**src/rtl/uart_rx_os.sv**
```systemverilog
// Oversampling UART receiver: 3-sample majority per bit, optional parity, break
// detection and a single-entry valid/ready output holding register with overrun.
module uart_rx_os #(
    parameter int unsigned CLK_DIV    = 27,
    parameter int unsigned OVERSAMPLE = 16,
    parameter int unsigned DATA_BITS  = 8,
    parameter int unsigned PARITY     = 0,
    parameter int unsigned STOP_BITS  = 1
) (
    input  logic                 clk,
    input  logic                 rst_n,
    input  logic                 rx,
    output logic [DATA_BITS-1:0] data_out,
    output logic                 valid,
    input  logic                 ready,
    output logic                 parity_err,
    output logic                 frame_err,
    output logic                 break_det,
    output logic                 overrun,
    output logic                 busy
);

    localparam int unsigned CNT_W = (CLK_DIV > 1) ? $clog2(CLK_DIV) : 1;
    localparam int unsigned OS_W  = $clog2(OVERSAMPLE);
    localparam int unsigned BIT_W = 4;
    localparam int unsigned MID   = OVERSAMPLE / 2;

    typedef enum logic [2:0] {
        S_IDLE, S_START, S_DATA, S_PARITY, S_STOP, S_WAIT_IDLE
    } state_t;

    state_t               state_q, state_d;
    logic                 rx_meta, rx_sync, rx_prev;
    logic [CNT_W-1:0]     clk_cnt;
    logic [OS_W-1:0]      os_cnt;
    logic [BIT_W-1:0]     bit_cnt;
    logic                 s0, s1;
    logic [DATA_BITS-1:0] data_sr;
    logic                 par_bit, any_one, stop_err, first_stop_zero;

    logic tick_c, start_c, maj_c, dec_c, done_c, ferr_c, brk_c, perr_c, par_exp_c, accept_c;

    always_comb begin
        tick_c    = (clk_cnt == CNT_W'(CLK_DIV - 1));
        start_c   = (state_q == S_IDLE) && rx_prev && !rx_sync;
        maj_c     = (s0 & s1) | (s0 & rx_sync) | (s1 & rx_sync);
        dec_c     = tick_c && (os_cnt == OS_W'(MID + 1)) &&
                    (state_q inside {S_START, S_DATA, S_PARITY, S_STOP});
        done_c    = dec_c && (state_q == S_STOP) && (bit_cnt == BIT_W'(STOP_BITS - 1));
        ferr_c    = stop_err | ~maj_c;
        // With one stop bit the live decision is the first stop bit.
        brk_c     = ~any_one & ((bit_cnt == BIT_W'(0)) ? ~maj_c : first_stop_zero);
        par_exp_c = (PARITY == 1) ? ~^data_sr : ^data_sr;
        perr_c    = (PARITY != 0) && (par_bit != par_exp_c);
        accept_c  = valid & ready;
    end

    // Next-state logic
    always_comb begin
        state_d = state_q;
        case (state_q)
            S_IDLE:      if (start_c) state_d = S_START;
            S_START:     if (dec_c) state_d = maj_c ? S_IDLE : S_DATA;
            S_DATA:      if (dec_c && bit_cnt == BIT_W'(DATA_BITS - 1))
                             state_d = (PARITY != 0) ? S_PARITY : S_STOP;
            S_PARITY:    if (dec_c) state_d = S_STOP;
            S_STOP:      if (done_c) state_d = ferr_c ? S_WAIT_IDLE : S_IDLE;
            S_WAIT_IDLE: if (rx_sync) state_d = S_IDLE;
            default:     state_d = S_IDLE;
        endcase
    end

    always_ff @(posedge clk or negedge rst_n) begin
        if (!rst_n) begin
            state_q <= S_IDLE;
            busy    <= 1'b0;
            bit_cnt <= '0;
        end else begin
            state_q <= state_d;
            busy    <= (state_d != S_IDLE);
            if (state_d != state_q) bit_cnt <= '0;
            else if (dec_c)         bit_cnt <= bit_cnt + BIT_W'(1);
        end
    end

    // Synchronizer, edge history and tick/oversample counters
    always_ff @(posedge clk or negedge rst_n) begin
        if (!rst_n) begin
            rx_meta <= 1'b1;
            rx_sync <= 1'b1;
            rx_prev <= 1'b1;
            clk_cnt <= '0;
            os_cnt  <= '0;
            s0      <= 1'b1;
            s1      <= 1'b1;
        end else begin
            rx_meta <= rx;
            rx_sync <= rx_meta;
            rx_prev <= rx_sync;
            if (start_c) begin
                clk_cnt <= '0;
                os_cnt  <= '0;
            end else if (tick_c) begin
                clk_cnt <= '0;
                os_cnt  <= (os_cnt == OS_W'(OVERSAMPLE - 1)) ? '0 : os_cnt + OS_W'(1);
                if (os_cnt == OS_W'(MID - 1)) s0 <= rx_sync;
                if (os_cnt == OS_W'(MID))     s1 <= rx_sync;
            end else begin
                clk_cnt <= clk_cnt + CNT_W'(1);
            end
        end
    end

    // Per-frame accumulation of data, parity and stop-bit status
    always_ff @(posedge clk or negedge rst_n) begin
        if (!rst_n) begin
            data_sr         <= '0;
            par_bit         <= 1'b0;
            any_one         <= 1'b0;
            stop_err        <= 1'b0;
            first_stop_zero <= 1'b0;
        end else if (start_c) begin
            any_one         <= 1'b0;
            stop_err        <= 1'b0;
            first_stop_zero <= 1'b0;
        end else if (dec_c) begin
            case (state_q)
                S_DATA: begin
                    data_sr <= {maj_c, data_sr[DATA_BITS-1:1]};
                    any_one <= any_one | maj_c;
                end
                S_PARITY: begin
                    par_bit <= maj_c;
                    any_one <= any_one | maj_c;
                end
                S_STOP: begin
                    if (!maj_c) stop_err <= 1'b1;
                    if (bit_cnt == BIT_W'(0)) first_stop_zero <= ~maj_c;
                end
                default: ;
            endcase
        end
    end

    // Output holding register: accept wins over overrun on a coincident completion
    always_ff @(posedge clk or negedge rst_n) begin
        if (!rst_n) begin
            data_out   <= '0;
            valid      <= 1'b0;
            parity_err <= 1'b0;
            frame_err  <= 1'b0;
            break_det  <= 1'b0;
            overrun    <= 1'b0;
        end else if (done_c) begin
            if (!valid || accept_c) begin
                data_out   <= data_sr;
                parity_err <= perr_c;
                frame_err  <= ferr_c;
                break_det  <= brk_c;
                valid      <= 1'b1;
                overrun    <= 1'b0;
            end else begin
                overrun <= 1'b1;
            end
        end else if (accept_c) begin
            valid   <= 1'b0;
            overrun <= 1'b0;
        end
    end

endmodule
```
**config.mk**
```make
export PLATFORM = sky130hd
export DESIGN_NAME = uart_rx_os
export DESIGN_NICKNAME = d
export VERILOG_FILES = /design/src/rtl/uart_rx_os.sv
export SDC_FILE = /design/constraint.sdc
export NUM_CORES = 1
export LEC_CHECK = 0
export CELL_PAD_IN_SITES_DETAIL_PLACEMENT = 0
export CELL_PAD_IN_SITES_GLOBAL_PLACEMENT = 1
export CORE_MARGIN = 2
export CORE_UTILIZATION = 31
export DETAILED_ROUTE_END_ITERATION = 16
export PLACE_DENSITY = 0.68
export SLEW_MARGIN = 5
export SYNTH_ARGS = -nofsm -noshare
export SYNTH_HDL_FRONTEND = slang
export SYNTH_SLANG_ARGS = --single-unit
```
**constraint.sdc**
```tcl
create_clock -name clk -period 4 [get_ports clk]
set_clock_uncertainty 0.2 [all_clocks]
set_input_delay 1.2 -clock clk [delete_from_list [all_inputs] [get_ports clk]]
set_output_delay 1.2 -clock clk [all_outputs]
set_load 0.05 [all_outputs]
```
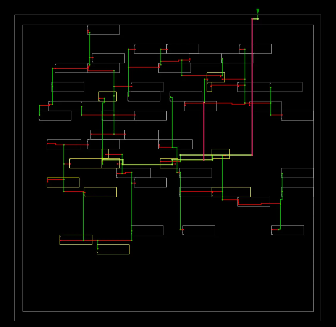
Figure 1: run 1, clock wiring as the flow saved it.
registers: 44
CTS Buf Count: 5

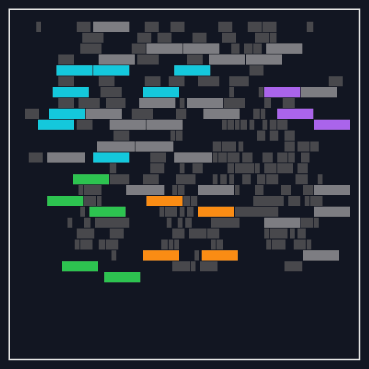
Figure 2: run 1, sequential cells grouped by signal name.
Scale: 4 px per um.
`data_sr` -> cyan  # flops 8, where north-west
`os_cnt` -> orange  # flops 4
`clk_cnt` -> green  # flops 5, where west
`state_q` -> purple  # flops 3

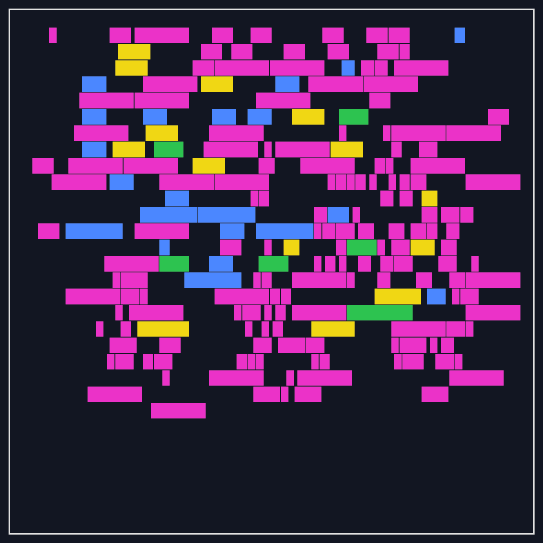
Figure 3: run 1, sizing map.
Scale: 6 px per um.
_2 cells -> blue  # cells 21, share 10%
_3 and _4 cells -> yellow  # cells 14, share 7.0%
_0 and _1 cells -> magenta  # cells 160, share 80%
_6 and larger -> green  # cells 6, share 3.0%
fin area: 2470 um2
Setup WS post-layout: 1.08 ns
Signal buffers: 18
synthesis-to-layout area growth: 15.3%

==> CHANGELOG.md, run 1 <==
### Physical design

* Status: finished clean
* Worst-Margin Slew at 0.974 ns
* Headroom to the max-slew limit at 35.1%
* GR Layer Usage met3 at under 10%
* Yosys stat chip area at 2140 um2
* Num ports at 18
* Layout cells sized above 1 at 20.4%
* Comb. cell area at 962 um2
* Period utilisation layout at 73.1%
* Hold crit path type: flip-flop to flip-flop
* Kind of critical path: flip-flop to output pin
* Sequential Power Share at 53.2%
* Leak at 1.14 nW
* PwrDens at around 400 nW/um2
* Synth warnings at 0
* Post-DR wirelength/cell at 13.7 um
* Highest-count logic cell in the final layout: dfrtp_1
* Gr usage total at ~11%
* H-tree depth at 2
* Post-DP HPWL at between 2000 and 3000 um
* Total global routing overflow at 0
* RSZ-0062 raised after global routing: false
* Maxcap violations at 0
* Final GP Congestion at approximately 0.75
* Combinational Power Share at 13.7%
* Largest fanout on the critical path at 4
[run 1: synth_stat cells (2+ instances only)]
library cell and n:
or3_1 2, a21oi_1 9, buf_6 2, dfstp_2 5
o211ai_1 3, nand2_1 12, mux2_2 11, buf_2 3
mux2_4 8, nor2_1 19, mux2i_1 2, ha_1 7
inv_1 7, xor2_1 5, o21ai_0 5, xnor2_1 2
nand2b_1 4, dfrtp_1 39, nand4_1 2, nand4b_1 2
nand3_1 4, a211oi_1 2
[run 1: sequential cells by signal (all words and copies together), names as in the netlist]
signal / cells
break_det: 1
data_out: 8
stop_err: 1
rx_sync: 1
data_sr: 8
state_q: 3
clk_cnt: 5
any_one: 1
valid: 1
s1: 1
busy: 1
overrun: 1
os_cnt: 4
s0: 1
rx_prev: 1
bit_cnt: 4
rx_meta: 1
frame_err: 1
[run 1: logic make-up after synthesis]
group / Yosys count / synth area share [%]
mux: 21 / 12.3
compound gates: 26 / 7.76
other cells: 1 / 0.175
fa+ha+maj: 8 / 4.55
buf+inv: 14 / 3.50
simple gates: 61 / 17.2
flops: 44 / 51.6
xor+xnor: 7 / 2.86
[run 1: per-stage QoR]
stage / hold slack (ns) / util (%) / power, mW / worst slack, ns / instance area [um2]
6_report: 0.161 / 36.6 / 1.01 / 1.08 / 2470
5_1_grt: 0.171 / 36.6 / 1.08 / 1.02 / 2470
4_1_cts: 0.166 / 36.6 / 1.03 / 1.06 / 2470
3_5_place_dp: 0.150 / 35.0 / 0.688 / 1.22 / 2370
3_3_place_gp: 0.147 / 35.0 / 0.680 / 1.23 / 2370
2_1_floorplan: 0.145 / - / 0.646 / 1.74 / 2140
[run 1: power by group through the flow]
stage	Clock, mW	Combinational [mW]	Sequential, mW
floorplan	0	0.111	0.535
global placement	0	0.136	0.544
detailed placement	0	0.143	0.546
CTS	0.350	0.143	0.537
global route	0.373	0.163	0.543
finish	0.335	0.138	0.537
[run 1: layer usage]
| metal | wire length [um] | up-vias |
|---|---|---|
| met5 | 0 | - |
| met4 | 55 | 0 |
| met3 | 70 | 4 |
| met2 | 1770 | 12 |
| met1 | 1950 | 684 |
| li1 | - | 671 |
[run 1: worst min path at each step]
stage	startpoint	end	slack [ns]	cells after the start
floorplan	rx_meta	rx_sync	0.15	0
global placement	rx_meta	rx_sync	0.15	0
detailed placement	rx_meta	rx_sync	0.15	0
CTS	rx_meta	rx_sync	0.17	0
global route	rx_meta	rx_sync	0.17	0
finish	rx_meta	rx_sync	0.16	0
[run 1: final cells by class]
cell class	instances	area share (%)
flip-flops and latches	44	44.8
multi-input cells	124	38.9
repair buffers	18	6.88
well taps	80	4.05
clock buffers	6	2.93
clock inverters	2	1.42
inverters	7	1.06
## Run 2: what changed since run 1
PLACE_DENSITY = 0.7   (was 0.68)
clock period = 2.6 ns   (was 4 ns; I/O delays follow)
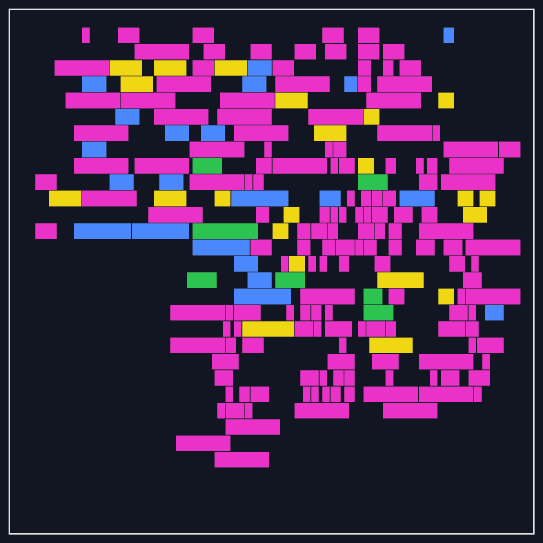
Figure 4: run 2, sizing map.
Scale: 6 px per um.
_0 and _1 cells -> magenta  # cells 158, share 76%
_2 cells -> blue  # cells 21, share 10%
_6 and larger -> green  # cells 7, share 3.4%
_3 and _4 cells -> yellow  # cells 22, share 11%

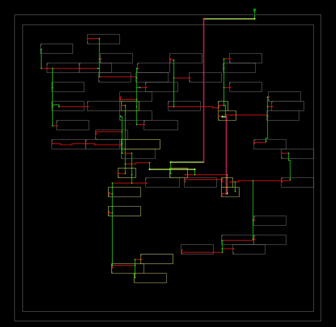
Figure 5: run 2, clock wiring as the flow saved it.
clk pwr: 0.529 mW
Sink Count: 44

==> CHANGELOG.md, run 2 <==
### Physical design

* Period utilisation layout at 95.4%
* RSZ-0062 raised after global routing: false
* Synthesis-to-layout area growth at 18.5%
* Status: finished clean
* Hold_buf cts at 0
* Fin Hold WS at between 0.15 and 0.2 ns
* Hold crit path type: flip-flop to flip-flop
* H-tree depth at 2
* Yosys stat chip area at 2140 um2
* Kind of critical path: flip-flop to output pin
* Highest-count logic cell in the final layout: dfrtp_1
* Worst-Margin Slew at 0.496 ns
* Max Used Layer: met4
* Synth cell types at 49
* Total global routing overflow at 0
* Metal3 WL at 57 um
* Met2 WL post-DR at ~1800 um
* CP max stage cell: clkdlybuf4s50_1
* Synth warnings at 0
* CTS Buf Count at 5
* Leading registers by flop count: data_out: 8 flops, data_sr: 8 flops, clk_cnt: 5 flops
* Headroom to the max-slew limit at 66.8%
* Maxcap violations at 0
* Fin area at approximately 2500 um2
* Leak at 1.17 nW
* Layout cells sized above 1 at between 20% and 30%
* Metal-1 WL at 1870 um
* Final GP Congestion at 0.810
* Cell area after placement at about 2400 um2
* Largest fanout on the critical path at 4
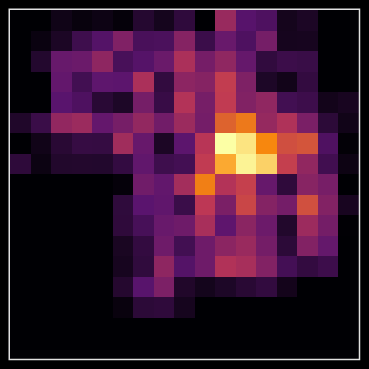
Figure 6: run 2, routed metal per tile.
Scale: 4 px per um. The die is cut into 17 by 17 equal tiles; black is low, pale yellow is high, scaled to the fullest tile. Values are wire area over tile area, all layers added.
mean over tiles = 0.075
fullest tile = 0.43
nearly empty tiles = 36%
emptiest ninth of the die = south-west
tiles over half the peak = 6.2%
final wirelength: 3760 um
routed via count: 1378
post-DR wirelength/cell: 13.1 um
gr usage total: 10.9%

run 2: cell families after synthesis:
group | after synthesis | share of synthesized area, %
AOI/OAI and AO/OA | 26 | 7.76
muxes | 21 | 12.3
xor gates and xnor gates | 7 | 2.86
and+or+nand+nor | 61 | 17.2
other | 1 | 0.175
buffers and inverters | 14 | 3.50
adders and majority gates | 8 | 4.55
DFF | 44 | 51.6
run 2: path summary, 6_finish.rpt:
check	startpoint	cells past startpoint	to
setup / recovery	valid	1	valid
hold / removal	rx_meta	0	rx_sync
setup reg to reg	clk_cnt[0]	7	busy
hold reg to reg	rx_meta	0	rx_sync
max in group asynchronous	rst_n	2	s0
min in group asynchronous	rst_n	1	stop_err
run 2: cell type report:
class | instances | share of cell area, %
clock inverters | 3 | 1.82
multi-input cells | 124 | 38.2
inverters | 7 | 1.03
repair buffers | 25 | 8.76
clock buffers | 5 | 2.71
flip-flops and latches | 44 | 43.6
well taps | 80 | 3.94
run 2: worst reg2reg max path, cell delays in order, from the launching register on:
cell and delay (ns):
dfrtp_1 0.41, inv_1 0.07, ha_1 0.21, nand4b_4 0.22, or2_1 0.32, o311ai_2 0.32, o211ai_1 0.15, or3b_1 0.39
run 2: report_power, final:
group          total (mW)  switching (mW)  internal (mW)
clock               0.529           0.240          0.289
sequential          0.825          0.0770          0.748
combinational       0.211           0.113         0.0982
total                1.57           0.430           1.14
run 2: routing by layer:
metal	track usage, %	vias to the layer above
met3	1.99	4
met4	4.20	0
met5	0	-
met2	16.6	17
li1	-	687
met1	15.4	670
run 2: per-stage QoR:
stage,worst slack (ns),power [mW],util [%]
after CTS,0.101,1.59,37.5
after floorplan,0.338,0.994,-
after detailed placement,0.184,1.06,35.8
after global placement,0.245,1.05,35.8
after global routing,0.0322,1.66,37.6
final,0.118,1.57,37.6
Power is estimated from default activity; no workload was simulated.
